## src/rtl/ksa16_wb_frontend.sv

```systemverilog
// Wishbone register front end that holds operands on the KSA16 adder for a settle window and captures its result.
// Optional done interrupt is enabled by defining KSA_FE_IRQ_EN.
module ksa16_wb_frontend #(
    parameter logic [31:0] BASE_ADDR     = 32'h3000_0000,
    parameter int          SETTLE_CYCLES = 2
) (
    input  logic        wb_clk_i,
    input  logic        wb_rst_ni,
    input  logic        wbs_stb_i,
    input  logic        wbs_cyc_i,
    input  logic        wbs_we_i,
    input  logic [3:0]  wbs_sel_i,
    input  logic [31:0] wbs_adr_i,
    input  logic [31:0] wbs_dat_i,
    output logic        wbs_ack_o,
    output logic [31:0] wbs_dat_o,
    output logic [15:0] ksa_a,
    output logic [15:0] ksa_b,
    input  logic [15:0] ksa_sum,
    input  logic        ksa_cout,
    output logic        irq_o
);

    typedef enum logic [1:0] {
        ST_IDLE    = 2'd0,
        ST_SETTLE  = 2'd1,
        ST_CAPTURE = 2'd2
    } state_e;

    state_e      state_q, state_d;
    logic [3:0]  cnt_q, cnt_d;
    logic [15:0] opa_q, opa_d;
    logic [15:0] opb_q, opb_d;
    logic [16:0] result_q, result_d;
    logic        done_q, done_d;
    logic        overrun_q, overrun_d;
    logic        ack_q, ack_d;
    logic [31:0] dat_q, dat_d;
    logic [31:0] rdata_s;
    logic        acc_s, wr_s, rd_s, busy_s;
    logic [2:0]  off_s;
    logic        unused_s;
`ifdef KSA_FE_IRQ_EN
    logic        irq_en_q, irq_en_d;
    logic        irq_q, irq_d;
`endif

    assign unused_s = ^{wbs_adr_i[1:0], wbs_sel_i[3:2], wbs_dat_i[31:16]};

    assign acc_s  = wbs_stb_i & wbs_cyc_i & ~ack_q & (wbs_adr_i[31:5] == BASE_ADDR[31:5]);
    assign wr_s   = acc_s & wbs_we_i;
    assign rd_s   = acc_s & ~wbs_we_i;
    assign off_s  = wbs_adr_i[4:2];
    assign busy_s = (state_q != ST_IDLE);

    // Read data mux; values reflect state before the acking edge.
    always_comb begin
        rdata_s = 32'd0;
        case (off_s)
            3'd0: rdata_s = {16'd0, opa_q};
            3'd1: rdata_s = {16'd0, opb_q};
`ifdef KSA_FE_IRQ_EN
            3'd2: rdata_s = {29'd0, irq_en_q, 2'b00};
`else
            3'd2: rdata_s = 32'd0;
`endif
            3'd3: rdata_s = {29'd0, overrun_q, done_q, busy_s};
            3'd4: rdata_s = {15'd0, result_q};
            default: rdata_s = 32'd0;
        endcase
    end

    // Next-state logic for bus handshake, registers and sequencer.
    always_comb begin
        state_d   = state_q;
        cnt_d     = cnt_q;
        opa_d     = opa_q;
        opb_d     = opb_q;
        result_d  = result_q;
        done_d    = done_q;
        overrun_d = overrun_q;
        ack_d     = acc_s;
        dat_d     = rd_s ? rdata_s : 32'd0;
`ifdef KSA_FE_IRQ_EN
        irq_en_d  = irq_en_q;
        irq_d     = done_q & irq_en_q;
`endif

        // Operand writes are blocked while busy so the adder inputs stay stable.
        if (wr_s && (off_s == 3'd0 || off_s == 3'd1)) begin
            if (busy_s) begin
                overrun_d = 1'b1;
            end else if (off_s == 3'd0) begin
                opa_d[7:0]  = wbs_sel_i[0] ? wbs_dat_i[7:0]  : opa_q[7:0];
                opa_d[15:8] = wbs_sel_i[1] ? wbs_dat_i[15:8] : opa_q[15:8];
            end else begin
                opb_d[7:0]  = wbs_sel_i[0] ? wbs_dat_i[7:0]  : opb_q[7:0];
                opb_d[15:8] = wbs_sel_i[1] ? wbs_dat_i[15:8] : opb_q[15:8];
            end
        end else begin
            overrun_d = overrun_d;
        end

        if (wr_s && off_s == 3'd2) begin
`ifdef KSA_FE_IRQ_EN
            irq_en_d = wbs_dat_i[2];
`endif
            if (wbs_dat_i[1]) begin
                done_d    = 1'b0;
                overrun_d = 1'b0;
            end else begin
                done_d = done_d;
            end
            if (wbs_dat_i[0] && busy_s) begin
                overrun_d = 1'b1;
            end else if (wbs_dat_i[0]) begin
                state_d = ST_SETTLE;
                cnt_d   = 4'(SETTLE_CYCLES - 1);
                done_d  = 1'b0;
            end else begin
                state_d = state_d;
            end
        end else begin
            state_d = state_d;
        end

        case (state_q)
            ST_IDLE: begin
                cnt_d = cnt_d;
            end
            ST_SETTLE: begin
                if (cnt_q == 4'd0) begin
                    state_d = ST_CAPTURE;
                end else begin
                    cnt_d = cnt_q - 4'd1;
                end
            end
            ST_CAPTURE: begin
                result_d = {ksa_cout, ksa_sum};
                done_d   = 1'b1;
                state_d  = ST_IDLE;
            end
            default: begin
                state_d = ST_IDLE;
            end
        endcase
    end

    // All state registers, cleared by the asynchronous reset.
    always_ff @(posedge wb_clk_i or negedge wb_rst_ni) begin
        if (!wb_rst_ni) begin
            state_q   <= ST_IDLE;
            cnt_q     <= 4'd0;
            opa_q     <= 16'd0;
            opb_q     <= 16'd0;
            result_q  <= 17'd0;
            done_q    <= 1'b0;
            overrun_q <= 1'b0;
            ack_q     <= 1'b0;
            dat_q     <= 32'd0;
`ifdef KSA_FE_IRQ_EN
            irq_en_q  <= 1'b0;
            irq_q     <= 1'b0;
`endif
        end else begin
            state_q   <= state_d;
            cnt_q     <= cnt_d;
            opa_q     <= opa_d;
            opb_q     <= opb_d;
            result_q  <= result_d;
            done_q    <= done_d;
            overrun_q <= overrun_d;
            ack_q     <= ack_d;
            dat_q     <= dat_d;
`ifdef KSA_FE_IRQ_EN
            irq_en_q  <= irq_en_d;
            irq_q     <= irq_d;
`endif
        end
    end

    assign wbs_ack_o = ack_q;
    assign wbs_dat_o = dat_q;
    assign ksa_a     = opa_q;
    assign ksa_b     = opb_q;
`ifdef KSA_FE_IRQ_EN
    assign irq_o     = irq_q;
`else
    assign irq_o     = 1'b0;
`endif

endmodule

```

## config.mk

```make
export PLATFORM = sky130hd
export DESIGN_NAME = ksa16_wb_frontend
export DESIGN_NICKNAME = d
export VERILOG_FILES = /design/src/rtl/ksa16_wb_frontend.sv
export SDC_FILE = /design/constraint.sdc
export NUM_CORES = 1
export LEC_CHECK = 0
export CAP_MARGIN = 10
export CORE_MARGIN = 10
export CORE_UTILIZATION = 46
export DETAILED_ROUTE_END_ITERATION = 16
export PLACE_DENSITY = 0.87
export SETUP_SLACK_MARGIN = 0.2
export SLEW_MARGIN = 5
export SYNTH_ARGS = -nofsm -noshare
export SYNTH_HDL_FRONTEND = slang
export SYNTH_SLANG_ARGS = --single-unit
```

## constraint.sdc

```tcl
create_clock -name wb_clk_i -period 5.1 [get_ports wb_clk_i]
set_input_delay 0.51 -clock wb_clk_i [delete_from_list [all_inputs] [get_ports wb_clk_i]]
set_output_delay 0.51 -clock wb_clk_i [all_outputs]
set_load 0.005 [all_outputs]
```

Fig. 1: clock routing
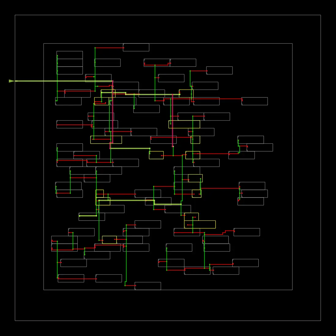
clock network power: 0.000542 W
Layout Skew: 0.00851 ns
clock net sink count: 75
later-pin clock latency in the skew report: 0.34 ns
sequential cell count: 75

Fig. 2: M1 wires
Drawn at 2 px/um. Supply wires on this layer in gray.
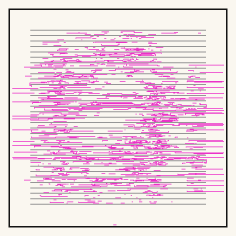
The layer holds 42% of the routed length. The wires run mostly horizontal. 411 nets have wire on it. The layer carries 4,120 um of wire.
total detailed-routing wirelength: 9.79 mm
GR Util met1: 0.204
number of vias after detailed routing: 2,679

==> results.txt <==
Notes on the flow run.

- The number of routed nets with antenna violations is 0, for reference.
- The die is around 110 um wide.
- The cell leakage power is 2.21 nW, for reference.
- The count of inserted antenna diode cells is 0, for reference.
- After filler insertion, the fill cell instance count of the layout stands at a little under 600.
- The violation tally recorded at the end of detailed-routing iteration 0 is 74.
- After detailed routing, the met2 layer carries just under 5 mm of wire.
- The number of buffers created by CTS is 9, for reference.
- Summed over all layers, the global routing overflow is 0.
- In the floorplan report the effective utilization is 0.466.
- Setup repair after global routing left no endpoint under its margin.
- The number of antenna violations at the first check in global routing came to 0.
- The number of resized instances in the post-cts repair step is 0, for reference.
- The finished cells cover 0.00503 sq mm.
- roughly 160 I/O pins were placed.
- For the worst setup path, the data arrival time is 3.13 ns.
- The run finished with clean final reports.
- The clock edge transition at the registers on the reported setup and hold paths is 0.08 ns, for reference.
- After synthesis, the most frequently instantiated cells are sky130_fd_sc_hd__dfrtp_1, sky130_fd_sc_hd__mux2_2, sky130_fd_sc_hd__nand2_1, sky130_fd_sc_hd__o21ai_0, sky130_fd_sc_hd__buf_4.
- In this run the top signal layer used is met4.
- The first-pass GRT wire length is approximately 16 mm, for reference.
- The flow measured a signed area growth from synthesis to layout of 41.4%.
- sky130_fd_sc_hd__dfrtp_1 takes more of the synthesized area than any other cell.
Fig. 3: cell area per tile
Drawn at 3 px/um. 11 x 11 tiles, from white (low) to dark blue (high), 0 to 100% covered.
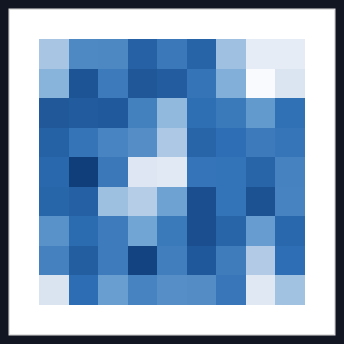
The mean over all tiles is 42%. 33% of the tiles are nearly empty. The emptiest ninth of the die: top right. The fullest tile reaches 95%. 22% of the tiles are over 75% full.

-- layer usage --
| layer | track usage | vias up |
|---|---|---|
| li1 | - | 1234 |
| met1 | 0.204 | 1321 |
| met2 | 0.286 | 116 |
| met3 | 0.0500 | 8 |
| met4 | 0.0448 | 0 |
| met5 | 0 | - |
-- final cells by class --
cell class | instances | share of cell area
Clock buffer | 9 | 0.0246
Inverter | 5 | 0.00373
Sequential cell | 75 | 0.373
Clock inverter | 6 | 0.0229
Timing Repair Buffer | 122 | 0.241
Tap cell | 102 | 0.0253
Multi-Input combinational cell | 194 | 0.310
-- cells in the final DEF (no fill, tap or decap), types with 2 or more instances in the layout --
cell type and count:
sky130_fd_sc_hd__clkdlybuf4s50_1 118, sky130_fd_sc_hd__dfrtp_1 75, sky130_fd_sc_hd__mux2_2 50, sky130_fd_sc_hd__nand2_1 18, sky130_fd_sc_hd__o21ai_0 18, sky130_fd_sc_hd__conb_1 16, sky130_fd_sc_hd__mux2i_1 14, sky130_fd_sc_hd__and2_1 13
sky130_fd_sc_hd__clkbuf_8 9, sky130_fd_sc_hd__nor2_1 8, sky130_fd_sc_hd__nor3_1 8, sky130_fd_sc_hd__inv_1 5, sky130_fd_sc_hd__nor4_4 4, sky130_fd_sc_hd__mux2_1 4, sky130_fd_sc_hd__buf_4 4, sky130_fd_sc_hd__nor4_2 3
sky130_fd_sc_hd__a22oi_1 3, sky130_fd_sc_hd__nand2b_1 3, sky130_fd_sc_hd__o41ai_1 3, sky130_fd_sc_hd__bufinv_16 3, sky130_fd_sc_hd__nor4b_2 2, sky130_fd_sc_hd__nand4_2 2, sky130_fd_sc_hd__nor4_1 2, sky130_fd_sc_hd__nand3_1 2
sky130_fd_sc_hd__nor3b_1 2, sky130_fd_sc_hd__o311ai_0 2, sky130_fd_sc_hd__nor2b_1 2, sky130_fd_sc_hd__nand3b_1 2, sky130_fd_sc_hd__clkinv_4 2
-- flip-flops by register name, summed over array words and instances (netlist names) --
register   count
cnt_q          4
done_q         1
ksa_a         16
ksa_b         16
overrun_q      1
result_q      17
state_q        2
wbs_ack_o      1
wbs_dat_o     17
-- worst register-to-register path: cells and delay by family (launching register included) --
family	cells	cell delay [ns]
flip-flops	1	0.52
AND/OR/NAND/NOR	3	1.35
multiplexers	1	0.41
-- power by group through the flow --
stage	Combinational (W)	Clock (W)	Sequential [W]
6_report	0.000108	0.000542	0.000604
2_1_floorplan	0.0000410	0	0.000615
4_1_cts	0.000109	0.000556	0.000604
3_5_place_dp	0.000108	0	0.000616
5_1_grt	0.000118	0.000579	0.000605
3_3_place_gp	0.000106	0	0.000616
-- cells by family (layout without fill, tap and decap cells) --
group                    count (synthesis)  count (layout)  share of synthesized area
multiplexers                            68              68                      0.210
buffers and inverters                   34             142                     0.0527
flip-flops                              75              75                      0.527
adder cells (fa/ha/maj)                  1               1                    0.00351
AND-OR/OR-AND                           31              31                     0.0552
AND/OR/NAND/NOR                         78              78                      0.150
other                                    1              16                    0.00105
Power and IR drop assume default switching activity.
